File: src/rtl/gray_fifo_pkg.sv
// Shared Gray-code helpers and pointer sizing for the async FIFO pointer blocks.
// Helpers work on a MAX_W-wide zero-extended value; callers truncate to their width.
package gray_fifo_pkg;

    localparam int MAX_W = 32;

    function automatic int ptr_w(input int addr_w);
        return addr_w + 1;
    endfunction

    function automatic logic [MAX_W-1:0] bin2gray(input logic [MAX_W-1:0] bin);
        return bin ^ (bin >> 1);
    endfunction

    // MSB-down XOR chain; zero upper bits leave the low-order result unaffected.
    function automatic logic [MAX_W-1:0] gray2bin(input logic [MAX_W-1:0] gray);
        logic [MAX_W-1:0] bin;
        bin[MAX_W-1] = gray[MAX_W-1];
        for (int i = MAX_W - 2; i >= 0; i--) begin
            bin[i] = bin[i+1] ^ gray[i];
        end
        return bin;
    endfunction

endpackage

File: src/rtl/gray_decoder.sv
// Combinational Gray-to-binary converter used on synchronised remote pointers.
module gray_decoder
    import gray_fifo_pkg::*;
#(
    parameter int WIDTH = 3
) (
    input  logic [WIDTH-1:0] gray_i,
    output logic [WIDTH-1:0] bin_o
);

    // Widen into the shared helper and truncate back to WIDTH.
    always_comb begin
        bin_o = WIDTH'(gray2bin(MAX_W'(gray_i)));
    end

endmodule

File: src/rtl/gray_encoder.sv
// Combinational binary-to-Gray converter, the mirror of gray_decoder.
module gray_encoder
    import gray_fifo_pkg::*;
#(
    parameter int WIDTH = 3
) (
    input  logic [WIDTH-1:0] bin_i,
    output logic [WIDTH-1:0] gray_o
);

    // Widen into the shared helper and truncate back to WIDTH.
    always_comb begin
        gray_o = WIDTH'(bin2gray(MAX_W'(bin_i)));
    end

endmodule

File: src/rtl/gray_wptr_full.sv
// Write-domain pointer of an async FIFO: binary pointer, registered Gray pointer
// for CDC, and registered full / almost_full / fill-level flags.
module gray_wptr_full
    import gray_fifo_pkg::*;
#(
    parameter int ADDR_W   = 4,
    parameter int AFULL_TH = 2**ADDR_W - 2
) (
    input  logic                      clk,
    input  logic                      rst,
    input  logic                      wr_en,
    input  logic [ptr_w(ADDR_W)-1:0]  rd_gray_sync,
    output logic                      wr_accept,
    output logic [ADDR_W-1:0]         wr_addr,
    output logic [ptr_w(ADDR_W)-1:0]  wr_gray,
    output logic                      full,
    output logic                      almost_full,
    output logic [ptr_w(ADDR_W)-1:0]  wr_level
);

    localparam int PTR_W = ptr_w(ADDR_W);
    // Full when the write pointer is one lap ahead: top two Gray bits inverted.
    localparam logic [PTR_W-1:0] FULL_MASK = PTR_W'(2'b11) << (PTR_W - 2);

    logic [PTR_W-1:0] wbin_q, wbin_d;
    logic [PTR_W-1:0] wr_gray_q, wgray_d;
    logic [PTR_W-1:0] level_q, level_d;
    logic [PTR_W-1:0] rbin_sync_s;
    logic             full_q, full_d;
    logic             afull_q, afull_d;
    logic             wr_accept_s;

    gray_encoder #(.WIDTH(PTR_W)) u_wgray_enc (
        .bin_i  (wbin_d),
        .gray_o (wgray_d)
    );

    gray_decoder #(.WIDTH(PTR_W)) u_rbin_dec (
        .gray_i (rd_gray_sync),
        .bin_o  (rbin_sync_s)
    );

    // Pointer advance and fill level for the next cycle.
    always_comb begin
        wr_accept_s = wr_en & ~full_q;
        wbin_d      = wbin_q + PTR_W'(wr_accept_s);
        level_d     = wbin_d - rbin_sync_s;
    end

    // Flag next-state from the next Gray pointer and next fill level.
    always_comb begin
        full_d  = (wgray_d == (rd_gray_sync ^ FULL_MASK));
        afull_d = (level_d >= PTR_W'(AFULL_TH));
    end

    // Pointer and flag registers; every output is loaded in the same edge.
    always_ff @(posedge clk or posedge rst) begin
        if (rst) begin
            wbin_q    <= '0;
            wr_gray_q <= '0;
            level_q   <= '0;
            full_q    <= 1'b0;
            afull_q   <= 1'b0;
        end else begin
            wbin_q    <= wbin_d;
            wr_gray_q <= wgray_d;
            level_q   <= level_d;
            full_q    <= full_d;
            afull_q   <= afull_d;
        end
    end

    assign wr_accept   = wr_accept_s;
    assign wr_addr     = wbin_q[ADDR_W-1:0];
    assign wr_gray     = wr_gray_q;
    assign full        = full_q;
    assign almost_full = afull_q;
    assign wr_level    = level_q;

endmodule

File: config.mk
export PLATFORM = sky130hd
export DESIGN_NAME = gray_wptr_full
export DESIGN_NICKNAME = d
export VERILOG_FILES = /design/src/rtl/gray_fifo_pkg.sv /design/src/rtl/gray_decoder.sv /design/src/rtl/gray_encoder.sv /design/src/rtl/gray_wptr_full.sv
export SDC_FILE = /design/constraint.sdc
export NUM_CORES = 1
export LEC_CHECK = 0
export ABC_AREA = 1
export CAP_MARGIN = 20
export CORE_ASPECT_RATIO = 0.6
export CORE_UTILIZATION = 43
export CTS_CLUSTER_SIZE = 14
export DETAILED_ROUTE_END_ITERATION = 8
export HOLD_SLACK_MARGIN = 0.05
export PLACE_DENSITY = 0.74
export SKIP_LAST_GASP = 1
export SYNTH_ARGS = -nofsm -noshare
export SYNTH_HDL_FRONTEND = slang
export SYNTH_SLANG_ARGS = --single-unit
File: constraint.sdc
create_clock -name clk -period 2.15 [get_ports clk]
set_clock_uncertainty 0.1 [all_clocks]
set_input_delay 0.215 -clock clk [delete_from_list [all_inputs] [get_ports clk]]
set_output_delay 0.215 -clock clk [all_outputs]
set_load 0.1 [all_outputs]
**Met1 routing**

The bar under the picture is 20 um long.
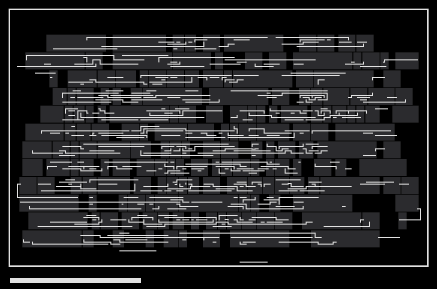
share of all routed wire	49%
longest straight run	27.6 um
via count: 1037
M1 GR Usage: 0.329

**M2 wires**

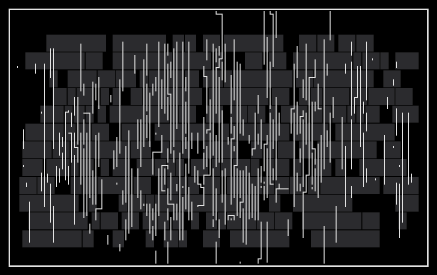
wire length on this layer	1310 um
main direction	vertical
met2 Resource Use GR: 0.465
Routed WL: 2850 um

==> run_results.csv <==
group,metric,value,unit
outcome,status,"completed",
setup_path,crit_end,"almost_full",
cts,postCtsSetupBuffers,4,
logic_synthesis,synth_area_per_cell,7.94,um2
hold_path,hp-class,"in2async",
sta,setup_violations,0,
setup_path,crit_path_end_kind,"flip-flop",
sta,max-slew-margin-rel,0.586,
route,drt-met1-wl,1400,um
setup_path,rrSetupSlack,0.03,ns
finish,final_cells,211,
setup_path,worstPathMaxFanout,5,
placed_design,dpl_cell_area,1500,um2
sta,final.setup.tns,0,ns
setup_path,crit_arrival,2.15,ns
finish,syn2layout_area_growth,66.8,%
grt,grt_pass1_vias,1029,
placed_design,post-place-ws,-0.490,ns
cts,cts_made_buffers,3,
cts,cts_buffer_depth,2,
sta,final_hold_viol_count,0,
logic_synthesis,synth.logic.top_family,"simple AND/OR/NAND/NOR gates",
setup_path,crit_chain,"clkdlybuf4s50_1 > inv_2 > nor2_4 > ha_4 > inv_4 > nand2_4 > nand2_4 > fa_2 > nor2_2 > o21a_1 > nor2_2 > xor2_1 > nand2_1",
route,wl_met3,129,um
sta,timing.hold.ws,0.239,ns
cts,htreeDepth,1,
die,core_area,2000,um2
sta,setup_ws,0.0312,ns
finish,final_area,1640,um2
logic_synthesis,synthSimpleGateAreaFrac,0.346,
grt,grt_pass1_wl,4640,um
run,drv_cap,0,
logic_synthesis,yosys.area_share.aoi,0.0318,
sta,fin_crit,2.12,ns
finish,fill_cells,129,
placed_design,post-dp-hpwl,2120,um
sta,timing.fmax,0.472,GHz
finish,lay_top_count,"buf_4",
setup_path,r2r_end,"almost_full",
sta,maxSlewViolCount,0,
setup_path,critPathBufInv,3,
sta,period_used_share,0.985,
placed_design,place.gp.congestion,0.800,
placed_design,io_buffers,24,
logic_synthesis,ys_types,22,
logic_synthesis,netlist_area,985,um2
die,num_rows,12,
die,fp-utilization,0.493,
final cells by class:
| type | instances | area share |
|---|---|---|
| multi-input cells | 88 | 0.384 |
| repair buffers | 56 | 0.269 |
| flip-flops and latches | 16 | 0.246 |
| inverters | 19 | 0.0465 |
| clock buffers | 4 | 0.0335 |
| well taps | 28 | 0.0213 |
cells in the mapped netlist:
| cell | number | share of area |
|---|---|---|
| nand2_1 | 32 | 0.12 |
| nand3_1 | 22 | 0.11 |
| inv_1 | 17 | 0.065 |
| dfrtp_1 | 16 | 0.41 |
| nand2_2 | 7 | 0.044 |
| ha_1 | 6 | 0.076 |
| nor2_1 | 5 | 0.019 |
| inv_2 | 2 | 0.0076 |
| o21ai_0 | 2 | 0.010 |
| xnor2_1 | 2 | 0.018 |
| xor2_1 | 2 | 0.018 |
| a21oi_1 | 1 | 0.0051 |
| buf_6 | 1 | 0.011 |
| fa_1 | 1 | 0.020 |
| nand2_4 | 1 | 0.011 |
| nand3_2 | 1 | 0.010 |
| nand3b_1 | 1 | 0.0076 |
| nand4_1 | 1 | 0.0064 |
| nor2_2 | 1 | 0.0064 |
| o21a_1 | 1 | 0.0076 |
| o21ai_2 | 1 | 0.0089 |
| or2_1 | 1 | 0.0064 |
flip-flops by register name, indices dropped and copies added (netlist names):
| register | cells |
|---|---|
| almost_full | 1 |
| full | 1 |
| wbin_q | 5 |
| wr_gray | 4 |
| wr_level | 5 |
worst register-to-register path: cells and delay by family, from the launching register on:
kind | cells | cell delay, ns
AND-OR/OR-AND | 1 | 0.13
AND/OR/NAND/NOR | 6 | 0.51
buffers and inverters | 1 | 0.04
adder cells (fa/ha/maj) | 2 | 0.57
flip-flops | 1 | 0.49
XOR/XNOR | 1 | 0.15
